## src/rtl/bb_clk_gate_ctrl_if.sv

```systemverilog
// Bundles the consumer-side request/busy/config signals with the gate controller's
// status outputs for one gating cell instance.
interface bb_clk_gate_ctrl_if #(
  parameter int IDLE_W = 8
);
  // req and busy are plain levels, sampled at every raw_clk edge: there is no
  // valid/ready transfer. ready=1 means the gated clock is running, so busy is legal.
  logic              req;
  logic              busy;
  logic [IDLE_W-1:0] cfg_idle;
  logic              active;
  logic              ready;
  logic [1:0]        state;
  logic [15:0]       gate_cnt;
  logic              err_busy;

  modport master (
    output req, busy, cfg_idle,
    input  active, ready, state, gate_cnt, err_busy
  );

  modport slave (
    input  req, busy, cfg_idle,
    output active, ready, state, gate_cnt, err_busy
  );
endinterface

```

## src/rtl/bb_clk_gate_ctrl.sv

```systemverilog
// Clock-gate controller: drives the gating cell's active input, hides the cell's
// enable-pipeline latency on wake and shutdown, and applies idle hysteresis before gating.
module bb_clk_gate_ctrl #(
  parameter int GATE_LAT = 3,
  parameter int IDLE_W   = 8
) (
  input logic               raw_clk,
  input logic               rst_n,
  bb_clk_gate_ctrl_if.slave bus
);

  localparam int LAT_W = (GATE_LAT > 1) ? $clog2(GATE_LAT) : 1;
  localparam logic [LAT_W-1:0] LAT_INIT = LAT_W'(GATE_LAT - 1);

  typedef enum logic [1:0] {
    ST_OFF   = 2'd0,
    ST_WAKE  = 2'd1,
    ST_ON    = 2'd2,
    ST_DRAIN = 2'd3
  } state_t;

  state_t            state_q;
  logic [LAT_W-1:0]  lat_cnt_q;
  logic [IDLE_W-1:0] idle_cnt_q;
  logic [15:0]       gate_cnt_q;
  logic              active_q;
  logic              ready_q;
  logic              err_busy_q;

  logic idle_now;
  assign idle_now = !bus.req && !bus.busy;

  // active/ready are registered alongside the state so nothing from req/busy
  // reaches the gating cell combinationally.
  always_ff @(posedge raw_clk or negedge rst_n) begin
    if (!rst_n) begin
      state_q    <= ST_OFF;
      lat_cnt_q  <= '0;
      idle_cnt_q <= '0;
      gate_cnt_q <= '0;
      active_q   <= 1'b0;
      ready_q    <= 1'b0;
      err_busy_q <= 1'b0;
    end else begin
      if (bus.busy && (state_q != ST_ON)) begin
        err_busy_q <= 1'b1;
      end

      case (state_q)
        ST_OFF: begin
          if (bus.req) begin
            state_q   <= ST_WAKE;
            lat_cnt_q <= LAT_INIT;
            active_q  <= 1'b1;
            ready_q   <= 1'b0;
          end
        end

        ST_WAKE: begin
          if (lat_cnt_q != '0) begin
            lat_cnt_q <= lat_cnt_q - 1'b1;
          end else begin
            state_q    <= ST_ON;
            idle_cnt_q <= '0;
            active_q   <= 1'b1;
            ready_q    <= 1'b1;
          end
        end

        ST_ON: begin
          // cfg_idle is compared live; idle_cnt stops at the threshold so it cannot wrap.
          if (idle_now) begin
            if (idle_cnt_q >= bus.cfg_idle) begin
              state_q   <= ST_DRAIN;
              lat_cnt_q <= LAT_INIT;
              active_q  <= 1'b0;
              ready_q   <= 1'b0;
              if (gate_cnt_q != 16'hFFFF) begin
                gate_cnt_q <= gate_cnt_q + 16'd1;
              end
            end else begin
              idle_cnt_q <= idle_cnt_q + 1'b1;
            end
          end else begin
            idle_cnt_q <= '0;
          end
        end

        ST_DRAIN: begin
          // Enables are already in flight in the cell, so a new req waits for OFF.
          if (lat_cnt_q != '0) begin
            lat_cnt_q <= lat_cnt_q - 1'b1;
          end else begin
            state_q <= ST_OFF;
          end
        end

        default: begin
          state_q  <= ST_OFF;
          active_q <= 1'b0;
          ready_q  <= 1'b0;
        end
      endcase
    end
  end

  assign bus.active   = active_q;
  assign bus.ready    = ready_q;
  assign bus.state    = state_q;
  assign bus.gate_cnt = gate_cnt_q;
  assign bus.err_busy = err_busy_q;

endmodule

```

## src/flat_wrapper.sv

```systemverilog
// flat-port wrapper written by rule: the top's interface ports become plain ports
module bb_clk_gate_ctrl_flat 
#(
  parameter int GATE_LAT = 3,
  parameter int IDLE_W   = 8
)
  (raw_clk, rst_n, bus_req, bus_busy, bus_cfg_idle, bus_active, bus_ready, bus_state, bus_gate_cnt, bus_err_busy);
  bb_clk_gate_ctrl_if #(.IDLE_W(IDLE_W)) bus_i ();
  input logic raw_clk;
  input logic rst_n;
  input wire logic [$bits(bus_i.req)-1:0] bus_req;
  input wire logic [$bits(bus_i.busy)-1:0] bus_busy;
  input wire logic [$bits(bus_i.cfg_idle)-1:0] bus_cfg_idle;
  output wire logic [$bits(bus_i.active)-1:0] bus_active;
  output wire logic [$bits(bus_i.ready)-1:0] bus_ready;
  output wire logic [$bits(bus_i.state)-1:0] bus_state;
  output wire logic [$bits(bus_i.gate_cnt)-1:0] bus_gate_cnt;
  output wire logic [$bits(bus_i.err_busy)-1:0] bus_err_busy;
  assign bus_i.req = bus_req;
  assign bus_i.busy = bus_busy;
  assign bus_i.cfg_idle = bus_cfg_idle;
  assign bus_active = bus_i.active;
  assign bus_ready = bus_i.ready;
  assign bus_state = bus_i.state;
  assign bus_gate_cnt = bus_i.gate_cnt;
  assign bus_err_busy = bus_i.err_busy;
  bb_clk_gate_ctrl #(.GATE_LAT(GATE_LAT), .IDLE_W(IDLE_W)) u_core (.raw_clk(raw_clk), .rst_n(rst_n), .bus(bus_i));
endmodule
```

## config.mk

```make
export PLATFORM = sky130hd
export DESIGN_NAME = bb_clk_gate_ctrl_flat
export DESIGN_NICKNAME = d
export VERILOG_FILES = /design/src/rtl/bb_clk_gate_ctrl_if.sv /design/src/rtl/bb_clk_gate_ctrl.sv /design/src/flat_wrapper.sv
export SDC_FILE = /design/constraint.sdc
export NUM_CORES = 1
export LEC_CHECK = 0
export CAP_MARGIN = 25
export CORE_MARGIN = 3
export CORE_UTILIZATION = 53
export DETAILED_ROUTE_END_ITERATION = 12
export PLACE_DENSITY = 0.85
export REMOVE_ABC_BUFFERS = 1
export SETUP_SLACK_MARGIN = 0.5
export SLEW_MARGIN = 20
export SYNTH_ARGS = -nofsm -noshare
export SYNTH_HDL_FRONTEND = slang
export SYNTH_SLANG_ARGS = --single-unit
```

## constraint.sdc

```tcl
create_clock -name raw_clk -period 2.95 [get_ports raw_clk]
set_clock_uncertainty 0.1 [all_clocks]
set_input_delay 0.59 -clock raw_clk [delete_from_list [all_inputs] [get_ports raw_clk]]
set_output_delay 0.59 -clock raw_clk [all_outputs]
set_load 0.1 [all_outputs]
```

==> changes_impl.md, run 1 <==
### Metrics

- Outcome: completed
- Share of the synthesized area in the top cell type: 40.1%
- Unrepaired setup endpoints after global routing: true
- GRT met1 Usage: 30.1%
- Bufs on Longest Clock Path: 2
- Layout overhead on the synthesized area: 29.0%
- Max incr delay on CP: 560 ps
- Worst vdd rail ir drop: 0.000353 V
- Portion of total power attributed to combinational logic: 45.5%
- Dominant register cell: sky130_fd_sc_hd__dfrtp_1
- Synthesized area divided by synthesized cell count: 9.68 um2
- Placer congestion estimate: 0.816
- Classification of the worst setup path: in -> reg
- Reported net switching power: 0.625 mW
- Layer carrying the most global-route usage: met2
- Vias in the first global route: 1,614
- Number of remaining DRC errors: 0
- MI comb cells: 150
- Count of unique library cells instantiated by Yosys: 47
- Setup total negative slack: 0 ps
- Max Clk Rate: 0.406 GHz
- Clock-pin slew reported for the worst setup and hold paths after clock tree synthesis: 100 ps
- Area of the multi-input gates: 1200 um2
- Commonest cells in the netlist: sky130_fd_sc_hd__dfrtp_1, sky130_fd_sc_hd__nand2_1, sky130_fd_sc_hd__ha_1, sky130_fd_sc_hd__inv_1
- Overall routed net length: 4.65 mm
- Dpl hpwl: 3.24 mm
- Placeable Area: 3420 um2
- Sequential cell fraction of total power: 34.7%
- Synthesized instance count: 200
- Clock network share of area: 2.76%
- Flop area: 776 um2
- Num rows: 21
- Clock Root Buffer: sky130_fd_sc_hd__clkbuf_4
- Cell count in the Yosys report: 200
- Overflow left after global routing: 0
- Antenna Cells: 0
- Areal power density over the cells: 590 nW/um2
- MUX area fraction: 2.33%
- Sequential-to-total area share from yosys stat: 40.1%
- Post-CTS sizing: 4
==> run 1: registers in the layout, summed over array words and instances (netlist names) <==
| name | count |
|---|---|
| u_core.bus.active | 1 |
| u_core.bus.gate_cnt | 16 |
| u_core.bus.state | 2 |
| u_core.bus.err_busy | 1 |
| u_core.idle_cnt_q | 8 |
| u_core.bus.ready | 1 |
| u_core.lat_cnt_q | 2 |
==> run 1: per-layer routing <==
| metal | wire length [um] | up-vias |
|---|---|---|
| met4 | 55 | 0 |
| li1 | - | 811 |
| met2 | 2290 | 53 |
| met1 | 2020 | 825 |
| met5 | 0 | - |
| met3 | 285 | 7 |
==> run 1: final timing paths <==
check | startpoint | to | slack (ps) | cells past startpoint
max | bus_cfg_idle[2] | u_core.idle_cnt_q[7] | 480 | 8
min | u_core.bus.err_busy | u_core.bus.err_busy | 370 | 1
max reg2reg | u_core.bus.gate_cnt[1] | u_core.bus.gate_cnt[1] | 560 | 6
min reg2reg | u_core.bus.err_busy | u_core.bus.err_busy | 370 | 1
max in group asynchronous | rst_n | u_core.bus.state[1] | 1940 | 2
min in group asynchronous | rst_n | u_core.bus.gate_cnt[9] | 530 | 2
==> run 1: stage by stage <==
step / cells / hold WS, ps / setup WS (ps) / instance area (um2)
6_report: 291 / 367 / 484 / 2500
3_3_place_gp: 279 / 343 / 155 / 2260
5_1_grt: 291 / 383 / 379 / 2500
4_1_cts: 290 / 372 / 492 / 2370
2_1_floorplan: 196 / 194 / 180 / 1900
3_5_place_dp: 279 / 349 / 74.6 / 2260
==> run 1: kinds of logic (layout without fill, tap and decap cells) <==
logic type / count (synthesis) / in the layout
flops: 31 / 31
fa+ha+maj: 15 / 15
buf+inv: 19 / 64
compound gates: 32 / 32
mux: 4 / 4
xor+xnor: 14 / 14
simple gates: 85 / 85
**Run 1: floorplan with the power grid**

Pins as bars on the die edge. Tap cells in gray.
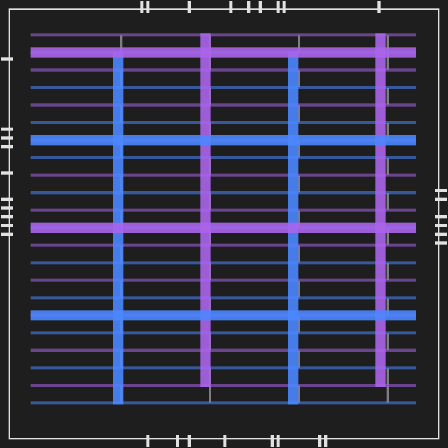
color	net
blue	VSS
purple	VDD
tap cells	46
signal pins	33

**Run 1: clock routing**

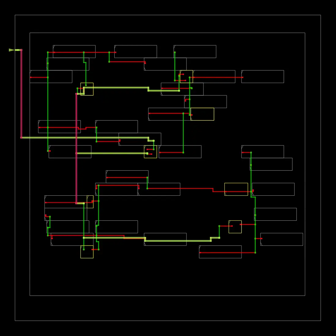
clock buffers created by TritonCTS: 5
source-to-sink clock delay at the later pin of the worst-skew pair: 350 ps
Clock Sink Count: 31
clock group total power: 0.291 mW
clock buffer count: 8

**Run 1: clock wires, drivers and flops**

The bar under the picture is 20 um long.
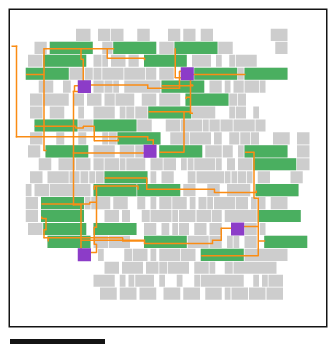
[green] flip-flops | count: 31
[orange] clock wires | length: 455 um
[purple] cells driving clock nets | count: 5
routed clock nets	6

**Run 1: placement by cell class**

The bar under the picture is 20 um long.
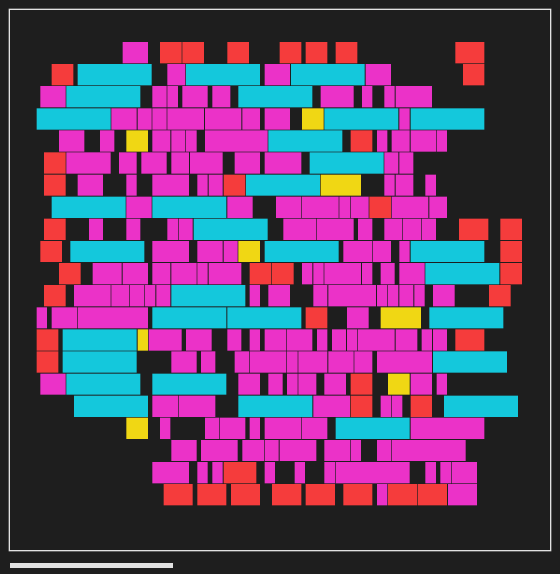
color	class	cells
red	other buffers and delay cells	41
magenta	all other logic	165
yellow	clock drivers and dummy loads	8
cyan	flops	31

**Run 1: gate-type map**

The bar under the picture is 20 um long.
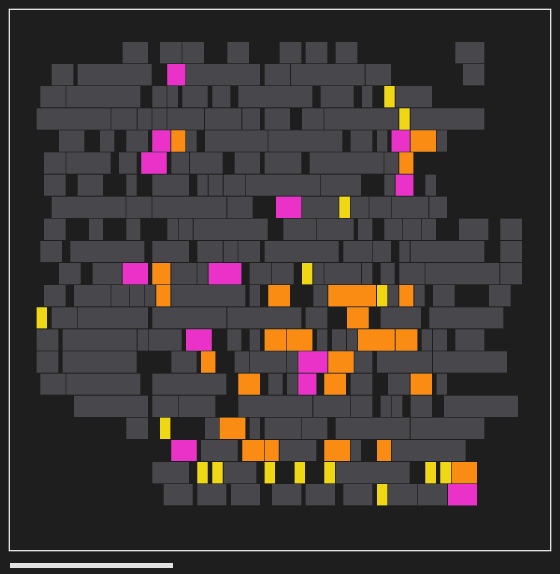

==> run 1 -> run 2 <==
- clock period: 2.95 -> 2.6 ns (I/O delays scaled with it)
**Run 2: gate-type map**

The bar under the picture is 20 um long.
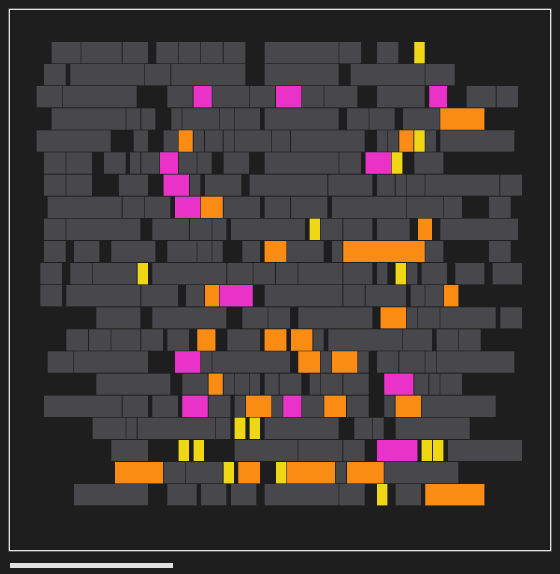
color	family	cells
orange	inverting AOI/OAI gates	24
yellow	inverters	15
magenta	AND and OR gates	13

**Run 2: clock wires, drivers and flops**

The bar under the picture is 20 um long.
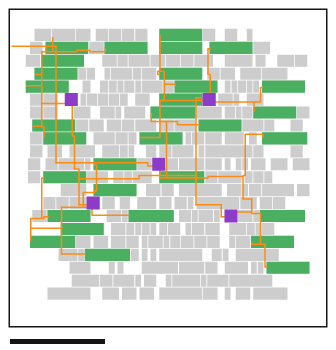
[orange] clock wires | length: 418 um
[green] flip-flops | count: 31
[purple] cells driving clock nets | count: 5
routed clock nets	6
flops lie	widely spread

==> run 2 against run 1 <==
Against the previous run: combinational power increased by 43%; largest cell class unchanged; core utilization increased by 7.5 points; synthesized cell count unchanged; critical path depth increased by 1; critical endpoint is now u_core.lat_cnt_q[1].
==> changes_impl.md, run 2 <==
### Metrics

- Commonest cells in the netlist: sky130_fd_sc_hd__dfrtp_1, sky130_fd_sc_hd__nand2_1, sky130_fd_sc_hd__ha_1, sky130_fd_sc_hd__inv_1 (unchanged)
- MI comb cells: 150 (unchanged)
- Clock Sink Count: 31 (unchanged)
- Setup total negative slack: 0 ps (unchanged)
- Area of the multi-input gates: 1360 um2 (was 1200 um2)
- Max-slew headroom at the worst pin: 52.9% (was 45.7%)
- Critical path destination: u_core.lat_cnt_q[1] (was u_core.idle_cnt_q[7])
- Synthesized instance count: 200 (unchanged)
- Placeable Area: 3420 um2 (unchanged)
- Clock-pin slew reported for the worst setup and hold paths after clock tree synthesis: 110 ps (was 100 ps)
- Layout overhead on the synthesized area: 42.1% (was 29.0%)
- Bufs on Longest Clock Path: 2 (unchanged)
- Source-to-sink clock delay at the later pin of the worst-skew pair: 340 ps (was 350 ps)
- Clock Root Buffer: sky130_fd_sc_hd__clkbuf_4 (unchanged)
- Antenna Cells: 0 (unchanged)
- Detailed-router iteration count before antenna repair: 4 (unchanged)
- Pre-CTS setup slack: -159 ps (was 74.6 ps)
- Critical path data required time: 2730 ps (was 3140 ps)
- Clock buffer count: 8 (unchanged)
- Clock buffers created by TritonCTS: 5 (unchanged)
- Worst vdd rail ir drop: 0.000352 V (was 0.000353 V)
- Share of the synthesized area in the top cell type: 40.1% (unchanged)
- Cell count in the Yosys report: 200 (unchanged)
- Count of unique library cells instantiated by Yosys: 47 (unchanged)
- Overall routed net length: 5.57 mm (was 4.65 mm)
- Flop area: 785 um2 (was 776 um2)
- Synthesized area divided by synthesized cell count: 9.68 um2 (unchanged)
- Launching element of the worst setup path: u_core.idle_cnt_q[7] (was bus_cfg_idle[2])
- Num rows: 21 (unchanged)
- Reg2Reg Setup Slack: 430 ps (was 560 ps)
- Cell depth of the worst setup path: 9 (was 8)
- Depth of the worst register-to-register path: 9 (was 6)
- Final-layout worst hold slack: 391 ps (was 367 ps)
- Overflow left after global routing: 0 (unchanged)
- Max Clk Rate: 0.460 GHz
- Placed Instances: 286 (was 279)
- Vias in the first global route: 1,760 (was 1,614)
- Max incr delay on CP: 450 ps (was 560 ps)
- Clock network share of area: 2.50% (was 2.76%)
- Worst reg2reg endpoint: u_core.lat_cnt_q[1] (was u_core.bus.gate_cnt[1])
- Dpl hpwl: 3.07 mm (was 3.24 mm)
- Sequential-to-total area share from yosys stat: 40.1% (unchanged)
- Flip-flop count of the largest register after layout: 16 (unchanged)
- Outcome: completed (unchanged)
- Areal power density over the cells: 675 nW/um2 (was 590 nW/um2)
- Fin worst setup slack: 428 ps (was 484 ps)
- Yosys top cell by area: sky130_fd_sc_hd__dfrtp_1 (unchanged)
- Placer congestion estimate: 0.874 (was 0.816)
## run 2: power breakdown
part | internal (mW) | leakage [nW] | switching [mW] | total [mW]
Combinational | 0.361 | 0.851 | 0.595 | 0.956
Clock | 0.159 | 0.0386 | 0.166 | 0.325
Sequential | 0.531 | 0.396 | 0.0449 | 0.576
Total | 1.05 | 1.29 | 0.806 | 1.86
## run 2: timing repair
item | CTS | global route
endpoints found under the setup margin | 30 | 29
setup buffers | 4 | 5
gates cloned | 0 | 0
gates resized | 51 | 25
hold endpoints to repair | 0 | 0
pin swaps | 19 | 7
## run 2: worst min path at each step
stage,startpoint,end,slack [ps],cells after the start
6_report,u_core.bus.gate_cnt[7],u_core.bus.gate_cnt[7],390,1
5_1_grt,u_core.bus.gate_cnt[11],u_core.bus.gate_cnt[11],420,1
4_1_cts,u_core.bus.gate_cnt[7],u_core.bus.gate_cnt[7],390,1
3_5_place_dp,u_core.bus.gate_cnt[7],u_core.bus.gate_cnt[7],380,1
3_3_place_gp,u_core.bus.err_busy,u_core.bus.err_busy,340,1
2_1_floorplan,rst_n,u_core.bus.active,120,0
## run 2: metrics by stage
step	area (um2)	power [mW]
final	2750	1.86
after detailed placement	2320	1.36
after CTS	2600	1.77
after floorplan	1900	1.14
after global routing	2750	1.95
after global placement	2320	1.33
## run 2: cells by family (layout without fill, tap and decap cells)
group	Yosys count	count (layout)	synth area share [%]
DFF	31	31	40.1
buffers and inverters	19	76	4.72
xor gates and xnor gates	14	14	6.33
muxes	4	4	2.33
adders and majority gates	15	15	9.70
and+or+nand+nor	85	85	24.7
AOI/OAI and AO/OA	32	32	12.2
## run 2: metal layers
metal	vias up	global-route usage, %	wire, um
met5	-	0	0
met4	0	7.87	143
met3	15	6.97	317
met2	90	43.9	2850
met1	904	31.9	2260
li1	837	-	-
**Run 2: placement by cell class**

The bar under the picture is 20 um long.
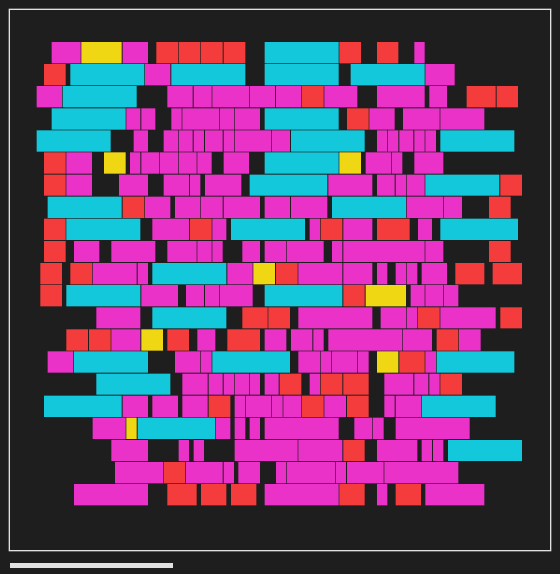

==> run 2 -> run 3 <==
- CORE_UTILIZATION: 53 -> 48
- PLACE_DENSITY: 0.85 -> 0.81
- clock period: 2.6 -> 1.9 ns (I/O delays scaled with it)
**Run 3: placement by cell class**

The bar under the picture is 20 um long.
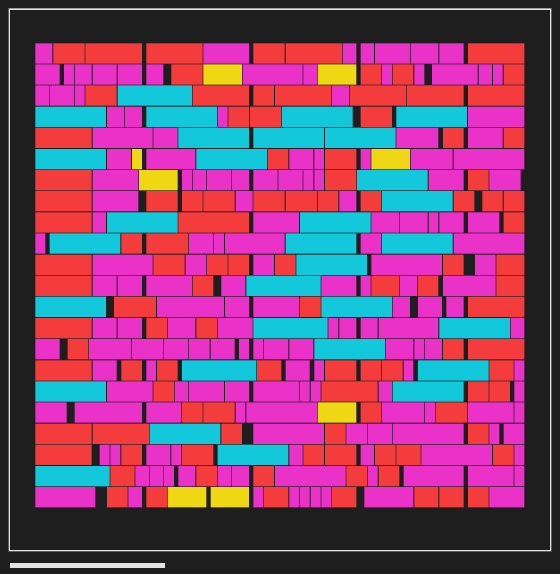
color	class	cells
red	other buffers and delay cells	106
magenta	all other logic	165
yellow	clock drivers and dummy loads	8
cyan	flops	31

**Run 3: floorplan with the power grid**

Pins as bars on the die edge. Tap cells in gray.
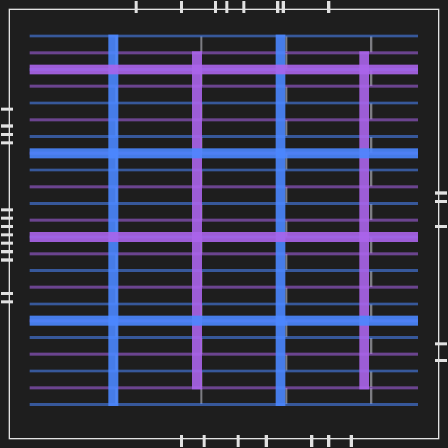
color	net
purple	VDD
blue	VSS
met1 rails	23
met5 straps	4
met4 straps	4

==> run 3 against run 2 <==
Against the previous run: wire length grew 120%; cell count grew 18%; sequential power grew 37%; core utilization is 18 points higher; register-to-register slack lost 1200 ps; die area grew 9.5%; combinational power up 130%; synthesized cell count did not move; largest cell class unchanged; clock power rose by 98%; critical endpoint is now u_core.lat_cnt_q[0]; critical path depth down 2; worst setup slack worse by 1300 ps; the flow now finishes with violations (negative setup slack).
==> changes_impl.md, run 3 <==
### Metrics

- Clock buffers created by TritonCTS: 5 (unchanged)
- Cell count in the Yosys report: 200 (unchanged)
- Vias in the first global route: 2,449 (was 1,760)
- Detailed-router iteration count before antenna repair: 6 (was 4)
- Max-slew headroom at the worst pin: 52.4% (was 52.9%)
- Met2 Usage GRT: 58.2% (was 43.9%)
- Outcome: finished with violations (was completed)
- Placed cell areas: 2880 um2 (was 2320 um2)
- MUX area fraction: 2.33% (unchanged)
- Number of remaining DRC errors: 0 (unchanged)
- Unrepaired setup endpoints after global routing: true (unchanged)
- Synthesized area divided by synthesized cell count: 9.68 um2 (unchanged)
- Clock Sink Count: 31 (unchanged)
- Overall power after layout: 3.66 mW (was 1.86 mW)
- Pre-CTS setup slack: -720 ps (was -159 ps)
- Switching power share of the total: 46.9% (was 43.4%)
- Fin worst setup slack: -871 ps (was 428 ps)
- Yosys top cell by area: sky130_fd_sc_hd__dfrtp_1 (unchanged)
- Areal power density over the cells: 987 nW/um2 (was 675 nW/um2)
- Setup total negative slack: -11,830 ps (was 0 ps)
- Commonest cells in the netlist: sky130_fd_sc_hd__dfrtp_1, sky130_fd_sc_hd__nand2_1, sky130_fd_sc_hd__ha_1, sky130_fd_sc_hd__inv_1 (unchanged)
- Num rows: 22 (was 21)
- Global Route met3 Usage: 8.12% (was 6.97%)
- Cell depth of the worst setup path: 7 (was 9)
- Post-synthesis xor/xnor area fraction: 6.33% (unchanged)
- Launching point of the worst reg2reg path: u_core.bus.state[0] (was u_core.idle_cnt_q[7])
- Overall routed net length: 12.3 mm (was 5.57 mm)
- Layer carrying the most global-route usage: met2 (unchanged)
- Met3 wire length: 1.91 mm (was 317 um)
- Clock group share of total power: 17.5% (about the same)
- Dpl hpwl: 3.83 mm (was 3.07 mm)
- Dominant register cell: sky130_fd_sc_hd__dfrtp_1 (unchanged)
- Bufs on Longest Clock Path: 2 (unchanged)
- Overflow left after global routing: 0 (unchanged)
- Placer congestion estimate: 0.932 (was 0.874)
- Sequential cell fraction of total power: 21.6% (was 31.0%)
- Final Cell Area: 3710 um2 (was 2750 um2)
- Max Clk Rate: 0.361 GHz
- Final number of setup-violating endpoints: 30 (was 0)
- Worst reg2reg endpoint: u_core.bus.ready (was u_core.lat_cnt_q[1])
- Source-to-sink clock delay at the later pin of the worst-skew pair: 310 ps (was 340 ps)
- GRT met1 Usage: 41.3% (was 31.9%)
- Max incr delay on CP: 580 ps (was 450 ps)
- Clock-pin slew reported for the worst setup and hold paths after clock tree synthesis: 80 ps (was 110 ps)
- Failing checks: negative setup slack
- Cell Int Power: 1.94 mW (was 1.05 mW)
run 3: area by class of cell:
cell class	instances	area, um2	area share (%)
multi-input combinational	150	1510	40.7
timing repair buffer	106	1200	32.4
sequential	31	782	21.1
clock buffer	8	100	2.70
tap	48	60.1	1.62
inverter	15	56.3	1.52
run 3: repair_timing:
item,CTS,global route
pin swaps,25,33
hold buffers,0,0
gates resized,87,35
setup endpoints to repair,48,50
cloned,0,1
buffers inserted,10,11
run 3: worst max-delay path by stage:
stage / start / endpoint / slack [ps]
after floorplan: u_core.bus.state[1] / u_core.idle_cnt_q[2] / -870
after global placement: bus_cfg_idle[5] / u_core.bus.state[1] / -660
after detailed placement: bus_cfg_idle[6] / u_core.bus.gate_cnt[7] / -720
after CTS: u_core.idle_cnt_q[0] / u_core.bus.gate_cnt[1] / -200
after global routing: u_core.idle_cnt_q[1] / u_core.idle_cnt_q[7] / -730
final: bus_busy / u_core.lat_cnt_q[0] / -870
run 3: power by group through the flow:
stage,combinational [mW],clock (mW),sequential [mW]
final,2.23,0.642,0.791
after CTS,1.67,0.596,0.771
after global routing,2.23,0.650,0.790
after detailed placement,1.44,0,0.776
after floorplan,0.532,0,1.03
after global placement,1.39,0,0.772
run 3: cells by family (layout without fill, tap and decap cells):
group                      Yosys count  count (layout)
adders and majority gates           15              15
AOI/OAI and AO/OA                   32              32
DFF                                 31              31
buffers and inverters               19             129
xor gates and xnor gates            14              14
muxes                                4               4
and+or+nand+nor                     85              85
run 3: stage by stage:
step           hold slack, ps  util (%)
6_report                  439      98.3
5_1_grt                   448      98.3
4_1_cts                   391      91.1
3_5_place_dp              416      76.4
3_3_place_gp              392      76.4
2_1_floorplan           -15.6         -
Power figures rest on the tool's default switching activity, not on a simulated workload.
